<file path="src/rtl/axis_pkg.sv">
// Shared types for the AXIS datapath library stream operators.
// Holds the state encoding used by the restoring divider.
package axis_pkg;

    typedef enum logic [1:0] {
        IDLE   = 2'd0,
        CALC   = 2'd1,
        OUTPUT = 2'd2
    } div_state_t;

endpackage

</file>
<file path="src/rtl/div_restoring_stage.sv">
// One restoring shift-subtract step: shift the next dividend bit into the
// partial remainder and subtract the divisor when it fits.
module div_restoring_stage #(
    parameter int WIDTH = 10
) (
    input  logic [WIDTH-1:0] rem_in,
    input  logic             next_bit,
    input  logic [WIDTH-1:0] divisor,
    output logic [WIDTH-1:0] rem_out,
    output logic             q_bit
);

    logic [WIDTH:0] wide_s;

    // Compare one bit wider so the shifted-out MSB still takes part in the test.
    always_comb begin
        wide_s = {rem_in, next_bit};
        if (wide_s >= {1'b0, divisor}) begin
            rem_out = WIDTH'(wide_s - {1'b0, divisor});
            q_bit   = 1'b1;
        end else begin
            rem_out = WIDTH'(wide_s);
            q_bit   = 1'b0;
        end
    end

endmodule

</file>
<file path="src/rtl/axis_restoring_divider.sv">
// Unsigned restoring divider joining a dividend stream and a divisor stream
// into one quotient stream; one quotient bit per cycle, one transaction at a time.
module axis_restoring_divider
    import axis_pkg::*;
#(
    parameter int DIVIDEND_WIDTH = 24,
    parameter int DIVISOR_WIDTH  = 9
) (
    input  logic                      clk,
    input  logic                      rst,
    input  logic [DIVIDEND_WIDTH-1:0] dividend_data,
    input  logic                      dividend_valid,
    output logic                      dividend_ready,
    input  logic [DIVISOR_WIDTH-1:0]  divisor_data,
    input  logic                      divisor_valid,
    output logic                      divisor_ready,
    output logic [DIVIDEND_WIDTH-1:0] output_data,
    output logic                      output_err,
    output logic                      output_valid,
    input  logic                      output_ready
);

    localparam int REM_WIDTH = DIVISOR_WIDTH + 1;
    localparam int CNT_WIDTH = $clog2(DIVIDEND_WIDTH);
    localparam logic [CNT_WIDTH-1:0] CNT_LAST = CNT_WIDTH'(DIVIDEND_WIDTH - 1);
    localparam logic [CNT_WIDTH-1:0] CNT_ZERO = CNT_WIDTH'(0);
    localparam logic [CNT_WIDTH-1:0] CNT_ONE  = CNT_WIDTH'(1);

    div_state_t                state_r;
    logic [DIVIDEND_WIDTH-1:0] dividend_r;
    logic [DIVISOR_WIDTH-1:0]  divisor_r;
    logic [REM_WIDTH-1:0]      rem_r;
    logic [DIVIDEND_WIDTH-1:0] quot_r;
    logic [CNT_WIDTH-1:0]      cnt_r;
    logic [DIVIDEND_WIDTH-1:0] output_data_r;
    logic                      output_err_r;
    logic                      output_valid_r;

    logic                      accept_s;
    logic [REM_WIDTH-1:0]      rem_next_s;
    logic                      q_bit_s;

    // Both operands are taken together or not at all; nothing is offered while in reset.
    always_comb begin
        accept_s = 1'b0;
        if (rst && (state_r == IDLE)) begin
            accept_s = dividend_valid & divisor_valid;
        end else begin
            accept_s = 1'b0;
        end
    end

    assign dividend_ready = accept_s;
    assign divisor_ready  = accept_s;

    div_restoring_stage #(
        .WIDTH (REM_WIDTH)
    ) u_stage (
        .rem_in   (rem_r),
        .next_bit (dividend_r[DIVIDEND_WIDTH-1]),
        .divisor  ({1'b0, divisor_r}),
        .rem_out  (rem_next_s),
        .q_bit    (q_bit_s)
    );

    // Transaction FSM: accept operands, iterate MSB first, then present the registered result.
    always_ff @(posedge clk or negedge rst) begin
        if (!rst) begin
            state_r        <= IDLE;
            dividend_r     <= '0;
            divisor_r      <= '0;
            rem_r          <= '0;
            quot_r         <= '0;
            cnt_r          <= CNT_ZERO;
            output_data_r  <= '0;
            output_err_r   <= 1'b0;
            output_valid_r <= 1'b0;
        end else begin
            case (state_r)
                IDLE: begin
                    if (accept_s) begin
                        dividend_r <= dividend_data;
                        divisor_r  <= divisor_data;
                        rem_r      <= '0;
                        quot_r     <= '0;
                        cnt_r      <= CNT_LAST;
                        state_r    <= CALC;
                    end
                end
                CALC: begin
                    dividend_r <= {dividend_r[DIVIDEND_WIDTH-2:0], 1'b0};
                    rem_r      <= rem_next_s;
                    quot_r     <= {quot_r[DIVIDEND_WIDTH-2:0], q_bit_s};
                    if (cnt_r == CNT_ZERO) begin
                        state_r <= OUTPUT;
                    end else begin
                        cnt_r <= cnt_r - CNT_ONE;
                    end
                end
                OUTPUT: begin
                    // First OUTPUT cycle loads the output registers; a zero divisor
                    // leaves the natural all-ones quotient and raises the error flag.
                    if (!output_valid_r) begin
                        output_data_r  <= quot_r;
                        output_err_r   <= (divisor_r == '0);
                        output_valid_r <= 1'b1;
                    end else if (output_ready) begin
                        output_valid_r <= 1'b0;
                        state_r        <= IDLE;
                    end
                end
                default: begin
                    state_r        <= IDLE;
                    output_valid_r <= 1'b0;
                end
            endcase
        end
    end

    assign output_data  = output_data_r;
    assign output_err   = output_err_r;
    assign output_valid = output_valid_r;

endmodule

</file>
<file path="config.mk">
export PLATFORM = sky130hd
export DESIGN_NAME = axis_restoring_divider
export DESIGN_NICKNAME = d
export VERILOG_FILES = /design/src/rtl/axis_pkg.sv /design/src/rtl/div_restoring_stage.sv /design/src/rtl/axis_restoring_divider.sv
export SDC_FILE = /design/constraint.sdc
export NUM_CORES = 1
export LEC_CHECK = 0
export CAP_MARGIN = 20
export CORE_ASPECT_RATIO = 0.75
export CORE_UTILIZATION = 49
export DETAILED_ROUTE_END_ITERATION = 7
export GPL_ROUTABILITY_DRIVEN = 0
export PLACE_DENSITY = 0.73
export REMOVE_ABC_BUFFERS = 1
export SLEW_MARGIN = 20
export SYNTH_ARGS = -nofsm -noshare
export SYNTH_HDL_FRONTEND = slang
export SYNTH_HIERARCHICAL = 1
export SYNTH_SLANG_ARGS = --single-unit
</file>
<file path="constraint.sdc">
create_clock -name clk -period 2.62 [get_ports clk]
set_clock_uncertainty 0.1 [all_clocks]
set_input_delay 0.524 -clock clk [delete_from_list [all_inputs] [get_ports clk]]
set_output_delay 0.524 -clock clk [all_outputs]
set_load 0.02 [all_outputs]
</file>
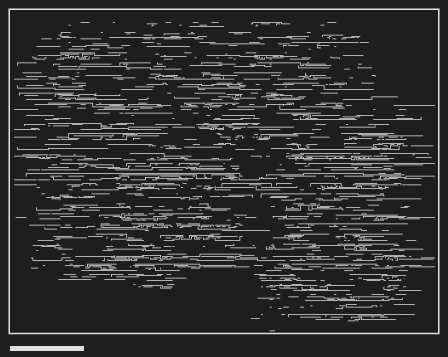
Figure 1: met1 routing.
Bar = 20 um.
nets with wire on the layer: 456
longest straight run: 57.7 um
wire length on this layer: 4770 um
share of all routed wire: 50%
main direction: horizontal

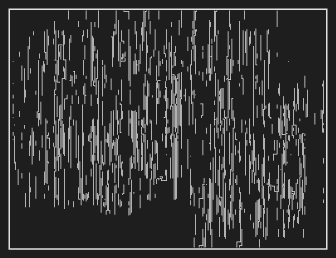
Figure 2: the metal 2 layer.
share of all routed wire: 45%
main direction: vertical
longest straight run: 34.7 um
total routed wirelength: 9.534 mm
DR vias: 3194
GR Util met2: 0.3016

area by class of cell:
class | count | area [sq um] | share of cell area
Tap cell | 128 | 160.2 | 0.02728
Sequential cell | 100 | 2502 | 0.4263
Multi-Input combinational cell | 234 | 2056 | 0.3502
Inverter | 18 | 70.07 | 0.01194
Timing Repair Buffer | 80 | 758.2 | 0.1292
Clock buffer | 10 | 229.0 | 0.03900
Clock inverter | 6 | 95.09 | 0.01620
final timing paths:
path	start	endpoint	slack, ns	cells after the start
max	dividend_r[23]	rem_r[8]	0.09	10
min	rst	dividend_r[9]	0.13	2
max reg2reg	dividend_r[23]	rem_r[8]	0.09	10
min reg2reg	dividend_r[19]	dividend_r[19]	0.39	1
max in group asynchronous	rst	rem_r[1]	1.11	3
min in group clk	dividend_r[19]	dividend_r[19]	0.39	1
report_power, final:
part / internal [mW] / switching [mW]
registers: 1.97 / 0.310
clock network: 0.848 / 0.576
logic: 1.35 / 1.41
total: 4.17 / 2.30
stage by stage:
| step | TNS, ns | setup slack, ns | power (mW) | instances | util |
|---|---|---|---|---|---|
| floorplan | -6.730 | -0.5985 | 4.201 | 352 | - |
| global placement | -0.08926 | -0.04480 | 4.875 | 558 | 0.5970 |
| detailed placement | -0.06871 | -0.03451 | 4.964 | 558 | 0.5970 |
| CTS | 0 | 0.03641 | 6.433 | 574 | 0.6318 |
| global route | -0.01078 | -0.01078 | 6.878 | 576 | 0.6358 |
| finish | 0 | 0.09348 | 6.473 | 576 | 0.6358 |
layer usage:
layer	vias to the layer above	wire length, um	track usage
li1	1533	-	-
met1	1596	4769	0.2952
met2	60	4280	0.3016
met3	5	407	0.05567
met4	0	76	0.04895
met5	-	0	0
==> results.py <==
# Physical implementation metrics
metrics = {
    "run_status": {
        "status": "complete, no violations",
    },
    "clock_tree": {
        "tritoncts": "built",
        "cts_sinks": 100,
        "hold_buffers": 0,
        "clockBufferDepth": 2,
        "root_buffer": "clkbuf_16",
        "cts_setup_buffers": 0,
        "clk_pin_slew_ns": 0.07,
    },
    "final_timing": {
        "period_used_share": 0.9643,
        "slew_violations": 0,
        "setup_viol": 0,
        "holdWs_ns": 0.1321,
        "worst_pin_slew_ns": 0.8176,
        "maxSlewHeadroom": 0.4550,
        "fmax_mhz": 395.8,
    },
    "worst_setup_path": {
        "crit_top_cell": "inv_1",
        "endpoint_kind": "flip-flop",
        "slowest_stage": "fa_1",
        "path_buffers": 2,
        "path_cells": "inv_1 -> ha_1 -> inv_1 -> fa_1 -> a211oi_2 -> o21bai_1 -> a221oi_2 -> xnor2_1 -> mux2_4 -> a22o_1",
        "critPathTopFamily": "AND-OR/OR-AND gates",
        "slowest_delay_ns": 0.42,
        "crit_required_ns": 2.75,
    },
    "route": {
        "avgViaCountPerCell": 5.545,
        "wl_per_cell_um": 16.55,
        "drt-pass1-iter-count": 4,
    },
    "synth": {
        "synth_cell_types": 50,
        "adder_share": 0.03323,
        "simple_gate_share": 0.07384,
        "synth.avg_cell_area_sq_um": 12.55,
        "synthCells": 378,
        "ys_async_sr_fraction": 1.000,
        "synth_flops": 100,
        "top_area_frac": 0.5274,
        "synth_seq_share": 0.5274,
        "edf_count": 0,
        "synth_top_flop_cell": "dfrtp_1",
    },
    "floorplan": {
        "rows": 30,
        "fp_util": 0.5138,
    },
    "cells_and_area": {
        "final_cell_mix": "100 x dfrtp_1, 62 x clkdlybuf4s50_1, 35 x a22o_1, 33 x mux2_2",
    },
    "placement": {
        "dpl-instance-area_sq_um": 5513,
    },
}
No activity file was given, so power comes from the tool's default toggle rates.
